**src/rtl/trap_seq_if.sv**
```systemverilog
// Trap channel between the trap sequencer (master) and the CSR register file (slave).
// Read data is combinational and valid in the same cycle as the address.
interface trap_seq_if;
    logic        trap_csr_we;
    logic [11:0] trap_csr_addr;
    logic [31:0] trap_csr_wdata;
    logic [31:0] trap_csr_rdata;

    modport master (
        output trap_csr_we,
        output trap_csr_addr,
        output trap_csr_wdata,
        input  trap_csr_rdata
    );

    modport slave (
        input  trap_csr_we,
        input  trap_csr_addr,
        input  trap_csr_wdata,
        output trap_csr_rdata
    );
endinterface

```
**src/rtl/trap_seq.sv**
```systemverilog
// Trap/mret sequencer: accepts exceptions, interrupts and mret at an instruction boundary,
// updates the machine trap CSRs over the trap channel and redirects fetch with one jump.
module trap_seq #(
    parameter bit          VECTORED_EN   = 1'b1,
    parameter logic [11:0] CSR_MSTATUS_A = 12'h300,
    parameter logic [11:0] CSR_MTVEC_A   = 12'h305,
    parameter logic [11:0] CSR_MEPC_A    = 12'h341,
    parameter logic [11:0] CSR_MCAUSE_A  = 12'h342,
    parameter logic [11:0] CSR_MTVAL_A   = 12'h343
) (
    input  logic        clk,
    input  logic        rst_n,
    input  logic        inst_valid_i,
    input  logic [31:0] inst_addr_i,
    input  logic [31:0] inst_i,
    input  logic        ecall_i,
    input  logic        ebreak_i,
    input  logic        illegal_i,
    input  logic        mret_i,
    input  logic        ex_trap_valid_i,
    input  logic        soft_trap_valid_i,
    input  logic        tcmp_trap_valid_i,
    input  logic        mstatus_MIE3_i,
    trap_seq_if.master  csr_bus,
    output logic        hold_o,
    output logic        jump_flag_o,
    output logic [31:0] jump_addr_o
);

    typedef enum logic [2:0] {
        S_IDLE,
        S_W_EPC,
        S_W_CAUSE,
        S_W_TVAL,
        S_STAT,
        S_JUMP
    } state_t;

    localparam logic [31:0] CAUSE_ILLEGAL = 32'd2;
    localparam logic [31:0] CAUSE_EBREAK  = 32'd3;
    localparam logic [31:0] CAUSE_ECALL   = 32'd11;
    localparam logic [31:0] CAUSE_EXT_IRQ = 32'h8000_000B;
    localparam logic [31:0] CAUSE_SW_IRQ  = 32'h8000_0003;
    localparam logic [31:0] CAUSE_TMR_IRQ = 32'h8000_0007;

    state_t      state_q, state_d;
    logic [31:0] pc_q, pc_d;
    logic [31:0] cause_q, cause_d;
    logic [31:0] tval_q, tval_d;
    logic        is_mret_q, is_mret_d;

    logic        evt_hit;
    logic        evt_mret;
    logic [31:0] evt_cause;
    logic [31:0] evt_tval;
    logic        accept;

    logic        csr_we;
    logic [11:0] csr_addr;
    logic [31:0] csr_wdata;
    logic [31:0] csr_rdata;
    logic [31:0] tvec_base;
    logic        vec_mode;

    // Trap entry: MPIE <= MIE, MIE <= 0.
    function automatic logic [31:0] trap_status(input logic [31:0] st);
        return {24'h0, st[3], 3'h0, 1'b0, 3'h0};
    endfunction

    // mret: MIE <= MPIE, MPIE <= 1.
    function automatic logic [31:0] mret_status(input logic [31:0] st);
        return {24'h0, 1'b1, 3'h0, st[7], 3'h0};
    endfunction

    assign csr_rdata = csr_bus.trap_csr_rdata;

    // Priority: exceptions, then mret, then interrupts (only with global enable).
    always_comb begin
        evt_hit   = 1'b1;
        evt_mret  = 1'b0;
        evt_cause = 32'h0;
        evt_tval  = 32'h0;
        if (illegal_i) begin
            evt_cause = CAUSE_ILLEGAL;
            evt_tval  = inst_i;
        end else if (ebreak_i) begin
            evt_cause = CAUSE_EBREAK;
            evt_tval  = inst_addr_i;
        end else if (ecall_i) begin
            evt_cause = CAUSE_ECALL;
        end else if (mret_i) begin
            evt_mret  = 1'b1;
        end else if (mstatus_MIE3_i && ex_trap_valid_i) begin
            evt_cause = CAUSE_EXT_IRQ;
        end else if (mstatus_MIE3_i && soft_trap_valid_i) begin
            evt_cause = CAUSE_SW_IRQ;
        end else if (mstatus_MIE3_i && tcmp_trap_valid_i) begin
            evt_cause = CAUSE_TMR_IRQ;
        end else begin
            evt_hit   = 1'b0;
        end
    end

    // Gated by rst_n so hold_o is low for the whole reset, not just after the first edge.
    assign accept = rst_n && (state_q == S_IDLE) && inst_valid_i && evt_hit;

    always_comb begin
        state_d   = state_q;
        pc_d      = pc_q;
        cause_d   = cause_q;
        tval_d    = tval_q;
        is_mret_d = is_mret_q;
        case (state_q)
            S_IDLE: begin
                if (accept) begin
                    pc_d      = inst_addr_i;
                    cause_d   = evt_cause;
                    tval_d    = evt_tval;
                    is_mret_d = evt_mret;
                    state_d   = evt_mret ? S_STAT : S_W_EPC;
                end
            end
            S_W_EPC:   state_d = S_W_CAUSE;
            S_W_CAUSE: state_d = S_W_TVAL;
            S_W_TVAL:  state_d = S_STAT;
            S_STAT:    state_d = S_JUMP;
            S_JUMP:    state_d = S_IDLE;
            default:   state_d = S_IDLE;
        endcase
    end

    always_ff @(posedge clk or negedge rst_n) begin
        if (!rst_n) begin
            state_q   <= S_IDLE;
            pc_q      <= 32'h0;
            cause_q   <= 32'h0;
            tval_q    <= 32'h0;
            is_mret_q <= 1'b0;
        end else begin
            state_q   <= state_d;
            pc_q      <= pc_d;
            cause_q   <= cause_d;
            tval_q    <= tval_d;
            is_mret_q <= is_mret_d;
        end
    end

    // Vectored mode applies to interrupts only; the offset add wraps at 32 bits.
    assign tvec_base = {csr_rdata[31:2], 2'b00};
    assign vec_mode  = VECTORED_EN && (csr_rdata[1:0] == 2'b01) && cause_q[31];

    always_comb begin
        hold_o      = accept;
        csr_we      = 1'b0;
        csr_addr    = 12'h0;
        csr_wdata   = 32'h0;
        jump_flag_o = 1'b0;
        jump_addr_o = 32'h0;
        case (state_q)
            S_W_EPC: begin
                hold_o    = 1'b1;
                csr_we    = 1'b1;
                csr_addr  = CSR_MEPC_A;
                csr_wdata = pc_q;
            end
            S_W_CAUSE: begin
                hold_o    = 1'b1;
                csr_we    = 1'b1;
                csr_addr  = CSR_MCAUSE_A;
                csr_wdata = cause_q;
            end
            S_W_TVAL: begin
                hold_o    = 1'b1;
                csr_we    = 1'b1;
                csr_addr  = CSR_MTVAL_A;
                csr_wdata = tval_q;
            end
            S_STAT: begin
                hold_o    = 1'b1;
                csr_we    = 1'b1;
                csr_addr  = CSR_MSTATUS_A;
                csr_wdata = is_mret_q ? mret_status(csr_rdata) : trap_status(csr_rdata);
            end
            S_JUMP: begin
                hold_o      = 1'b1;
                jump_flag_o = 1'b1;
                if (is_mret_q) begin
                    csr_addr    = CSR_MEPC_A;
                    jump_addr_o = csr_rdata;
                end else begin
                    csr_addr    = CSR_MTVEC_A;
                    jump_addr_o = vec_mode ? tvec_base + {cause_q[29:0], 2'b00} : tvec_base;
                end
            end
            default: ;
        endcase
    end

    assign csr_bus.trap_csr_we    = csr_we;
    assign csr_bus.trap_csr_addr  = csr_addr;
    assign csr_bus.trap_csr_wdata = csr_wdata;

endmodule
```
**src/flat_wrapper.sv**
```systemverilog
// flat-port wrapper written by rule: the top's interface ports become plain ports
module trap_seq_flat 
#(
    parameter bit          VECTORED_EN   = 1'b1,
    parameter logic [11:0] CSR_MSTATUS_A = 12'h300,
    parameter logic [11:0] CSR_MTVEC_A   = 12'h305,
    parameter logic [11:0] CSR_MEPC_A    = 12'h341,
    parameter logic [11:0] CSR_MCAUSE_A  = 12'h342,
    parameter logic [11:0] CSR_MTVAL_A   = 12'h343
)
  (clk, rst_n, inst_valid_i, inst_addr_i, inst_i, ecall_i, ebreak_i, illegal_i, mret_i, ex_trap_valid_i, soft_trap_valid_i, tcmp_trap_valid_i, mstatus_MIE3_i, hold_o, jump_flag_o, jump_addr_o, csr_bus_trap_csr_we, csr_bus_trap_csr_addr, csr_bus_trap_csr_wdata, csr_bus_trap_csr_rdata);
  trap_seq_if csr_bus_i ();
  input  logic clk;
  input  logic rst_n;
  input  logic inst_valid_i;
  input  logic [31:0] inst_addr_i;
  input  logic [31:0] inst_i;
  input  logic ecall_i;
  input  logic ebreak_i;
  input  logic illegal_i;
  input  logic mret_i;
  input  logic ex_trap_valid_i;
  input  logic soft_trap_valid_i;
  input  logic tcmp_trap_valid_i;
  input  logic mstatus_MIE3_i;
  output logic hold_o;
  output logic jump_flag_o;
  output logic [31:0] jump_addr_o;
  output wire logic [$bits(csr_bus_i.trap_csr_we)-1:0] csr_bus_trap_csr_we;
  output wire logic [$bits(csr_bus_i.trap_csr_addr)-1:0] csr_bus_trap_csr_addr;
  output wire logic [$bits(csr_bus_i.trap_csr_wdata)-1:0] csr_bus_trap_csr_wdata;
  input wire logic [$bits(csr_bus_i.trap_csr_rdata)-1:0] csr_bus_trap_csr_rdata;
  assign csr_bus_trap_csr_we = csr_bus_i.trap_csr_we;
  assign csr_bus_trap_csr_addr = csr_bus_i.trap_csr_addr;
  assign csr_bus_trap_csr_wdata = csr_bus_i.trap_csr_wdata;
  assign csr_bus_i.trap_csr_rdata = csr_bus_trap_csr_rdata;
  trap_seq #(.VECTORED_EN(VECTORED_EN), .CSR_MSTATUS_A(CSR_MSTATUS_A), .CSR_MTVEC_A(CSR_MTVEC_A), .CSR_MEPC_A(CSR_MEPC_A), .CSR_MCAUSE_A(CSR_MCAUSE_A), .CSR_MTVAL_A(CSR_MTVAL_A)) u_core (.clk(clk), .rst_n(rst_n), .inst_valid_i(inst_valid_i), .inst_addr_i(inst_addr_i), .inst_i(inst_i), .ecall_i(ecall_i), .ebreak_i(ebreak_i), .illegal_i(illegal_i), .mret_i(mret_i), .ex_trap_valid_i(ex_trap_valid_i), .soft_trap_valid_i(soft_trap_valid_i), .tcmp_trap_valid_i(tcmp_trap_valid_i), .mstatus_MIE3_i(mstatus_MIE3_i), .csr_bus(csr_bus_i), .hold_o(hold_o), .jump_flag_o(jump_flag_o), .jump_addr_o(jump_addr_o));
endmodule
```
**config.mk**
```make
export PLATFORM = sky130hd
export DESIGN_NAME = trap_seq_flat
export DESIGN_NICKNAME = d
export VERILOG_FILES = /design/src/rtl/trap_seq_if.sv /design/src/rtl/trap_seq.sv /design/src/flat_wrapper.sv
export SDC_FILE = /design/constraint.sdc
export NUM_CORES = 1
export LEC_CHECK = 0
export CORE_MARGIN = 2
export CORE_UTILIZATION = 49
export CTS_BUF_LIST = sky130_fd_sc_hd__clkbuf_8
export DETAILED_ROUTE_END_ITERATION = 10
export PLACE_DENSITY = 0.89
export SYNTH_ARGS = -nofsm -noshare
export SYNTH_HDL_FRONTEND = slang
export SYNTH_SLANG_ARGS = --single-unit
```
**constraint.sdc**
```tcl
create_clock -name clk -period 7.6 [get_ports clk]
set_clock_uncertainty 0.05 [all_clocks]
set_input_delay 1.9 -clock clk [delete_from_list [all_inputs] [get_ports clk]]
set_output_delay 1.9 -clock clk [all_outputs]
set_load 0.01 [all_outputs]
```
layers.png
Scale bar: 20 µm.
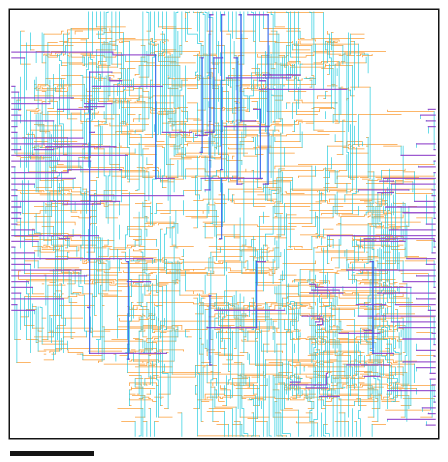
[M2] cyan | wire length: 7250 µm
[M1] orange | wire length: 5620 µm
[M3] purple | wire length: 1080 µm
[M4] blue | wire length: 417 µm

pinout.png
Pins as bars across the die edge, other pins in grey.
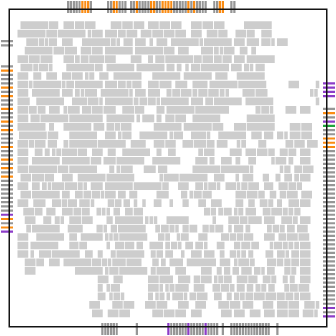
[`csr_bus_trap_csr_addr`] purple | pins: 12 | direction: output | edge: 7 right, 3 bottom, 2 left
[`inst_i`] orange | pins: 32 | direction: input | edge: 16 top, 12 left, 4 right
[`jump_flag_o`] green | pins: 1 | direction: output | edge: right
all pins by edge: 54 right, 49 top, 42 left, 41 bottom

clock_nets.png
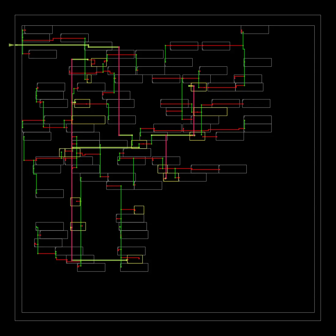
worst skew pair latency: 350 ps
Layout clock buffers: 9
CTS Buf Count: 9
TritonCTS Sinks: 73

==> out/metrics.csv <==
metric;value;unit
status;completed;
required;5650;ps
clock_path_buffers;2;
power.internal;1.31;mW
synthDistinctLibCells;57;
layout.cells.non_filler;794;
path_delay_family;buffers and inverters;
hold_ws;451;ps
wl_met1;5.62;mm
syn_inst;506;
p_total;2.07;mW
r2r-start;u_core.state_q[1];
met2_usage;49.3;%
setup_viol;0;
use_met3;7.18;%
min_period_over_period;92.4;%
cp_common_cell;clkdlybuf4s50_1;
postCtsSetupRepairBufs;0;
cts_root_buf;clkbuf_8;
fp.coreArea;9240;µm²
min_path_type;reg2reg;
dp_cells;778;
tool_warnings;26;
r2r_slack;5180;ps
reg_top3;u_core.pc_q: 32 flops, u_core.tval_q: 32 flops, u_core.cause_q: 5 flops;
p_leak;2.53;nW
ys_cells;506;
pwr-share-clk;16.2;%
crit_buf_inv;3;
n_all_buffers;186;
num_antenna_cells;0;
busiest_layer;met2;
crit_slowest_cell;or4_1;
muxShareOfSynthArea;9.58;%
first_global_vias;4788;
synthTopCellsByArea;dfrtp_1, mux2_2, a21oi_1;
drc_errors;0;
slowest_delay;600;ps
cts_hold_buf;0;
cts_resized;0;
wl_met3;1.08;mm
slew-limit-headroom;17.4;%
xor_share;0.377;%
clkCellAreaFrac;3.28;%
pwr-share-comb;48.7;%
setup_ws;578;ps
fmax;142;MHz
flops;73;
hold_path.startpoint;u_core.pc_q[8];
dp_hpwl;10.5;mm
seq_power;725;µW
io_buffers;179;
ys_sh_adder;1.51;%
top_cells_by_count;dfrtp_1, a21oi_1, nor2_1;
drt_pass1_iterations;5;
comb_cell_power;1.01;mW
top_cell;dfrtp_1;
antenna_found_initial;0;
ant_nets;0;
postSynthSeqShare;39.3;%
yosys_area;4650;µm²
synth_area_per_cell;9.19;µm²
cp.arrival;5070;ps
rr_endpoint;u_core.pc_q[11];
dpl_cell_area;6450;µm²
synth-warning-count;0;
simple_gate_area_share;17.6;%
critPathLaunchType;input port;
crit_path_end;jump_addr_o[28];
grt.total_usage;28.6;%
rsz0062_at_grt;no;
tns;0;ps
synth_top_cell_by_area;dfrtp_1;
lay_top_cells;clkdlybuf4s50_1, dfrtp_1, a21oi_1;
topCombFamilyByArea;AND-OR/OR-AND gates;
fin_crit;7020;ps
swShare;36.8;%
met2_length;7.25;mm
switching_power;760;µW
nonClkBufAreaFrac;27.6;%
crit_start;csr_bus_trap_csr_rdata[2];
synth-compound-area-share;25.9;%
routed_wl;14.4;mm
num_vias;4740;
worst_pin_slew;1240;ps
nWellTaps;129;
seqPwrFrac;35.1;%
finalMaxSlewViolations;0;
logic_gates;381;
h-tree-depth;3;
final_util;72.2;%
stdcell_area;6670;µm²
mostFrequentLayoutCell;clkdlybuf4s50_1;
grt_pass1_wl;23.3;mm
die_y;101;µm
logic_area;2590;µm²
ff_type;dfrtp_1;
finalHoldViolations;0;
top_area_cell_class;multi-input combinational cells;
top_power_group;combinational logic;
min_delay_path_depth;1;
fp_util;50.3;%
seq_share;27.4;%
synth_flops;73;
num_rows;35;
fillerInstances;690;
synthToLayoutAreaGrowth;43.5;%
post-place-ws;601;ps
wl_per_cell;18.1;µm
hold_end;u_core.pc_q[8];
fin_nets;772;
synth_area;4650;µm²
critical_path.max_fanout;24;
cts_tree;yes;
globalRouteMet1Util;34.2;%
worstPathCellList;clkdlybuf4s50_1 -> ha_1 -> inv_1 -> fa_1 -> nor2b_1 -> o2111ai_4 -> or4_1 -> a21oi_1 -> clkdlybuf4s50_1;
finalWeightedCongestion;0.904;
drive_gt1_share;11.0;%
async_flop_share;100;%
crit_type;in2out;
die_w;101;µm
ff_latch_area;1830;µm²
worst_ir_drop_vdd;0.202;mV
drt_iter0_drc;285;
synth-edff-count;0;
Power is estimated from default activity; no workload was simulated.
